## src/rtl/mem_stage.sv

```systemverilog
// rtl/mem_stage.sv - pipeline memory stage with a data-memory handshake, access checks and a timeout abort
module mem_stage #(
  parameter int unsigned TIMEOUT_CYCLES = 15
) (
  input  logic        clk,
  input  logic        rst,
  input  logic        ex_valid,
  input  logic [31:0] ex_alu_result,
  input  logic [31:0] ex_rd2,
  input  logic [2:0]  ex_funct3,
  input  logic        ex_mem_read,
  input  logic        ex_mem_write,
  input  logic        ex_reg_write,
  input  logic        ex_link,
  input  logic [4:0]  ex_rd,
  input  logic [31:0] ex_pc_plus4,
  output logic        stall,
  output logic        dmem_req,
  output logic        dmem_we,
  output logic [31:0] dmem_addr,
  output logic [31:0] dmem_wdata,
  output logic [3:0]  dmem_be,
  input  logic        dmem_ack,
  input  logic [31:0] dmem_rdata,
  output logic        wb_valid,
  output logic        wb_reg_write,
  output logic [4:0]  wb_rd,
  output logic [31:0] wb_data,
  output logic        err,
  output logic [1:0]  err_code
);

  typedef enum logic {S_IDLE, S_ACCESS} state_t;

  localparam logic [7:0] LP_TIMEOUT = 8'(TIMEOUT_CYCLES);

  state_t      r_state;
  logic [7:0]  r_cnt;
  logic [2:0]  r_funct3;
  logic [1:0]  r_addr_lo;
  logic [4:0]  r_rd;
  logic        r_reg_write;
  logic        r_is_load;

  logic        w_is_mem;
  logic        w_illegal;
  logic        w_misaligned;
  logic [3:0]  w_be;
  logic [31:0] w_wdata;
  logic [31:0] w_shifted;
  logic [31:0] w_load_data;

  assign stall    = (r_state == S_ACCESS);
  assign w_is_mem = ex_mem_read | ex_mem_write;

  assign w_illegal = (ex_mem_read & ex_mem_write) |
                     (w_is_mem & (ex_funct3 == 3'b011 || ex_funct3 == 3'b110 || ex_funct3 == 3'b111));

  // funct3[1:0] carries the width for both signed and unsigned loads
  assign w_misaligned = w_is_mem &
                        (((ex_funct3[1:0] == 2'b10) && (ex_alu_result[1:0] != 2'b00)) ||
                         ((ex_funct3[1:0] == 2'b01) && ex_alu_result[0]));

  always_comb begin
    w_be    = 4'b1111;
    w_wdata = ex_rd2;
    if (ex_mem_write) begin
      case (ex_funct3[1:0])
        2'b00: begin
          w_be    = 4'b0001 << ex_alu_result[1:0];
          w_wdata = {4{ex_rd2[7:0]}};
        end
        2'b01: begin
          w_be    = 4'b0011 << ex_alu_result[1:0];
          w_wdata = {2{ex_rd2[15:0]}};
        end
        default: begin
          w_be    = 4'b1111;
          w_wdata = ex_rd2;
        end
      endcase
    end
  end

  assign w_shifted = dmem_rdata >> {r_addr_lo, 3'b000};

  always_comb begin
    w_load_data = dmem_rdata;
    case (r_funct3)
      3'b000:  w_load_data = {{24{w_shifted[7]}}, w_shifted[7:0]};
      3'b100:  w_load_data = {24'd0, w_shifted[7:0]};
      3'b001:  w_load_data = {{16{w_shifted[15]}}, w_shifted[15:0]};
      3'b101:  w_load_data = {16'd0, w_shifted[15:0]};
      default: w_load_data = dmem_rdata;
    endcase
  end

  always_ff @(posedge clk or posedge rst) begin
    if (rst) begin
      r_state      <= S_IDLE;
      r_cnt        <= 8'd0;
      r_funct3     <= 3'd0;
      r_addr_lo    <= 2'd0;
      r_rd         <= 5'd0;
      r_reg_write  <= 1'b0;
      r_is_load    <= 1'b0;
      dmem_req     <= 1'b0;
      dmem_we      <= 1'b0;
      dmem_addr    <= 32'd0;
      dmem_wdata   <= 32'd0;
      dmem_be      <= 4'd0;
      wb_valid     <= 1'b0;
      wb_reg_write <= 1'b0;
      wb_rd        <= 5'd0;
      wb_data      <= 32'd0;
      err          <= 1'b0;
      err_code     <= 2'b00;
    end else begin
      wb_valid <= 1'b0;
      err      <= 1'b0;
      case (r_state)
        S_IDLE: begin
          if (ex_valid) begin
            if (w_illegal || w_misaligned) begin
              wb_valid     <= 1'b1;
              wb_reg_write <= 1'b0;
              wb_rd        <= ex_rd;
              wb_data      <= ex_alu_result;
              err          <= 1'b1;
              err_code     <= w_illegal ? 2'b11 : 2'b01;
            end else if (w_is_mem) begin
              r_state     <= S_ACCESS;
              r_cnt       <= 8'd0;
              r_funct3    <= ex_funct3;
              r_addr_lo   <= ex_alu_result[1:0];
              r_rd        <= ex_rd;
              r_reg_write <= ex_reg_write;
              r_is_load   <= ex_mem_read;
              dmem_req    <= 1'b1;
              dmem_we     <= ex_mem_write;
              dmem_addr   <= {ex_alu_result[31:2], 2'b00};
              dmem_wdata  <= w_wdata;
              dmem_be     <= w_be;
            end else begin
              wb_valid     <= 1'b1;
              wb_reg_write <= ex_reg_write;
              wb_rd        <= ex_rd;
              wb_data      <= ex_link ? ex_pc_plus4 : ex_alu_result;
              err_code     <= 2'b00;
            end
          end
        end
        S_ACCESS: begin
          // an ack on the timeout edge still completes the access normally
          if (dmem_ack) begin
            r_state      <= S_IDLE;
            dmem_req     <= 1'b0;
            dmem_we      <= 1'b0;
            wb_valid     <= 1'b1;
            wb_reg_write <= r_is_load & r_reg_write;
            wb_rd        <= r_rd;
            wb_data      <= r_is_load ? w_load_data : 32'd0;
            err_code     <= 2'b00;
          end else if (r_cnt + 8'd1 == LP_TIMEOUT) begin
            r_state      <= S_IDLE;
            dmem_req     <= 1'b0;
            dmem_we      <= 1'b0;
            wb_valid     <= 1'b1;
            wb_reg_write <= 1'b0;
            wb_rd        <= r_rd;
            wb_data      <= 32'd0;
            err          <= 1'b1;
            err_code     <= 2'b10;
          end else begin
            r_cnt <= r_cnt + 8'd1;
          end
        end
        default: r_state <= S_IDLE;
      endcase
    end
  end

endmodule

```

## config.mk

```make
export PLATFORM = sky130hd
export DESIGN_NAME = mem_stage
export DESIGN_NICKNAME = d
export VERILOG_FILES = /design/src/rtl/mem_stage.sv
export SDC_FILE = /design/constraint.sdc
export NUM_CORES = 1
export LEC_CHECK = 0
export CORE_MARGIN = 3
export CORE_UTILIZATION = 47
export CTS_BUF_LIST = sky130_fd_sc_hd__clkbuf_8
export DETAILED_ROUTE_END_ITERATION = 10
export PLACE_DENSITY_LB_ADDON = 0.15
export SLEW_MARGIN = 20
export SYNTH_ARGS = -nofsm -noshare
export SYNTH_HDL_FRONTEND = slang
export SYNTH_SLANG_ARGS = --single-unit
```

## constraint.sdc

```tcl
create_clock -name clk -period 6.1 [get_ports clk]
set_clock_uncertainty 0.05 [all_clocks]
set_input_delay 1.22 -clock clk [delete_from_list [all_inputs] [get_ports clk]]
set_output_delay 1.22 -clock clk [all_outputs]
set_load 0.01 [all_outputs]
```

Figure 1. Signal wires on met1.
The bar under the picture is 50 microns long.
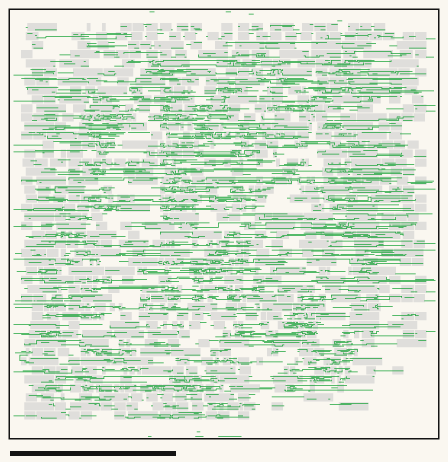
The longest straight run is 49.2 microns. The layer holds 41% of the routed length. 911 nets have wire on it.

Figure 2. M2 wires.
The bar under the picture is 50 microns long.
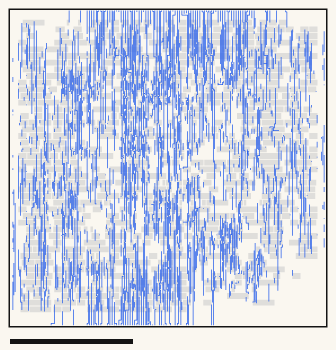
The layer carries 10300 microns of wire. The longest straight run is 51.7 microns.

Figure 3. Metal 3.
The bar under the picture is 50 microns long.
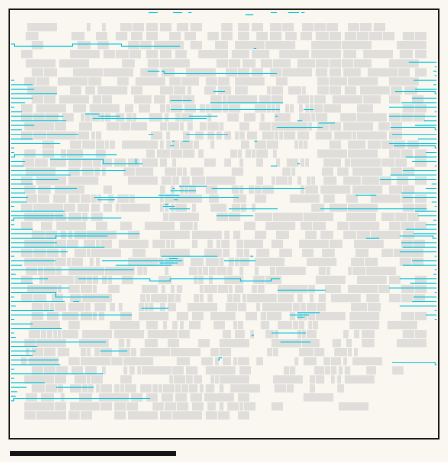
The wires run mostly horizontal. The layer carries 1930 microns of wire. The longest straight run is 43.2 microns. The layer holds 8.9% of the routed length. 179 nets have wire on it.

Figure 4. Metal 4.
The bar under the picture is 50 microns long.
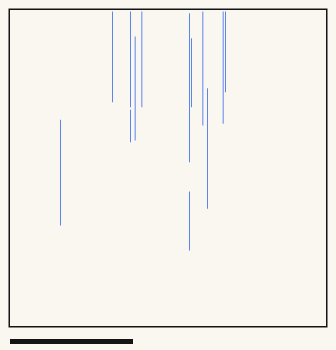
The wires run mostly vertical. The longest straight run is 60.5 microns. The layer carries 498 microns of wire. The layer holds 2.3% of the routed length. 12 nets have wire on it.

## worst max-delay path by stage
stage | start | to | slack (ns)
4_1_cts | ex_funct3[0] | wb_data[28] | 2.34
2_1_floorplan | rst | dmem_addr[10] | 1.33
5_1_grt | ex_funct3[0] | wb_data[29] | 2.23
6_report | ex_funct3[0] | wb_data[28] | 2.31
3_3_place_gp | ex_funct3[0] | wb_data[29] | 1.97
3_5_place_dp | ex_funct3[0] | wb_rd[3] | 1.88
## per-layer routing
metal | part of all wire | track usage | up-vias
li1 | - | - | 2897
met1 | 0.41 | 0.325 | 3058
met2 | 0.48 | 0.417 | 252
met3 | 0.089 | 0.0909 | 29
met4 | 0.023 | 0.0834 | 0
met5 | 0 | 0 | -
==> results.txt <==
fresh numbers from the pnr run: Simple Share, Synth 0.101, fraction of registers with async set or reset after synthesis 1.00, post-synthesis sequential area ratio 0.462, CP max stage delay 0.57 ns, Net Sw Frac 0.316, total net switching power 0.00105 W, Inverters 17, Placed Area 0.00969 sq mm, FMAX 264 MHz, Synth Register Bits 131, P_clk 0.000747 W, Reg-to-Reg Start r_cnt[1], total track usage 0.258, R2R depth 8, Post-synth EDFFs 0, number of global-route vias before repair 6406, Setup TNS Final 0 ns, flop share of the area 0.325, clock share of power 0.225, P_comb 0.00126 W, antenna violations before repair 1, post-route insts no fill 1097, clkbuf count 18, Tightest Pin Transition 1.10 ns, DIE HEIGHT 129 microns, Gate Area 0.00354 sq mm, YS chip area 0.00710 sq mm, chip area 0.0166 sq mm, Core ar. 0.0146 sq mm, DRC Markers 0, pwr dens 329 mW/mm^2, cell area after synthesis 0.00710 sq mm, status finished clean, Finished Core Util 0.689, P_int 0.00227 W, instance count on the critical path 9, routed vias 6236, share of cells above drive strength 1 0.155, largest power group registers
Power and IR drop assume default switching activity.
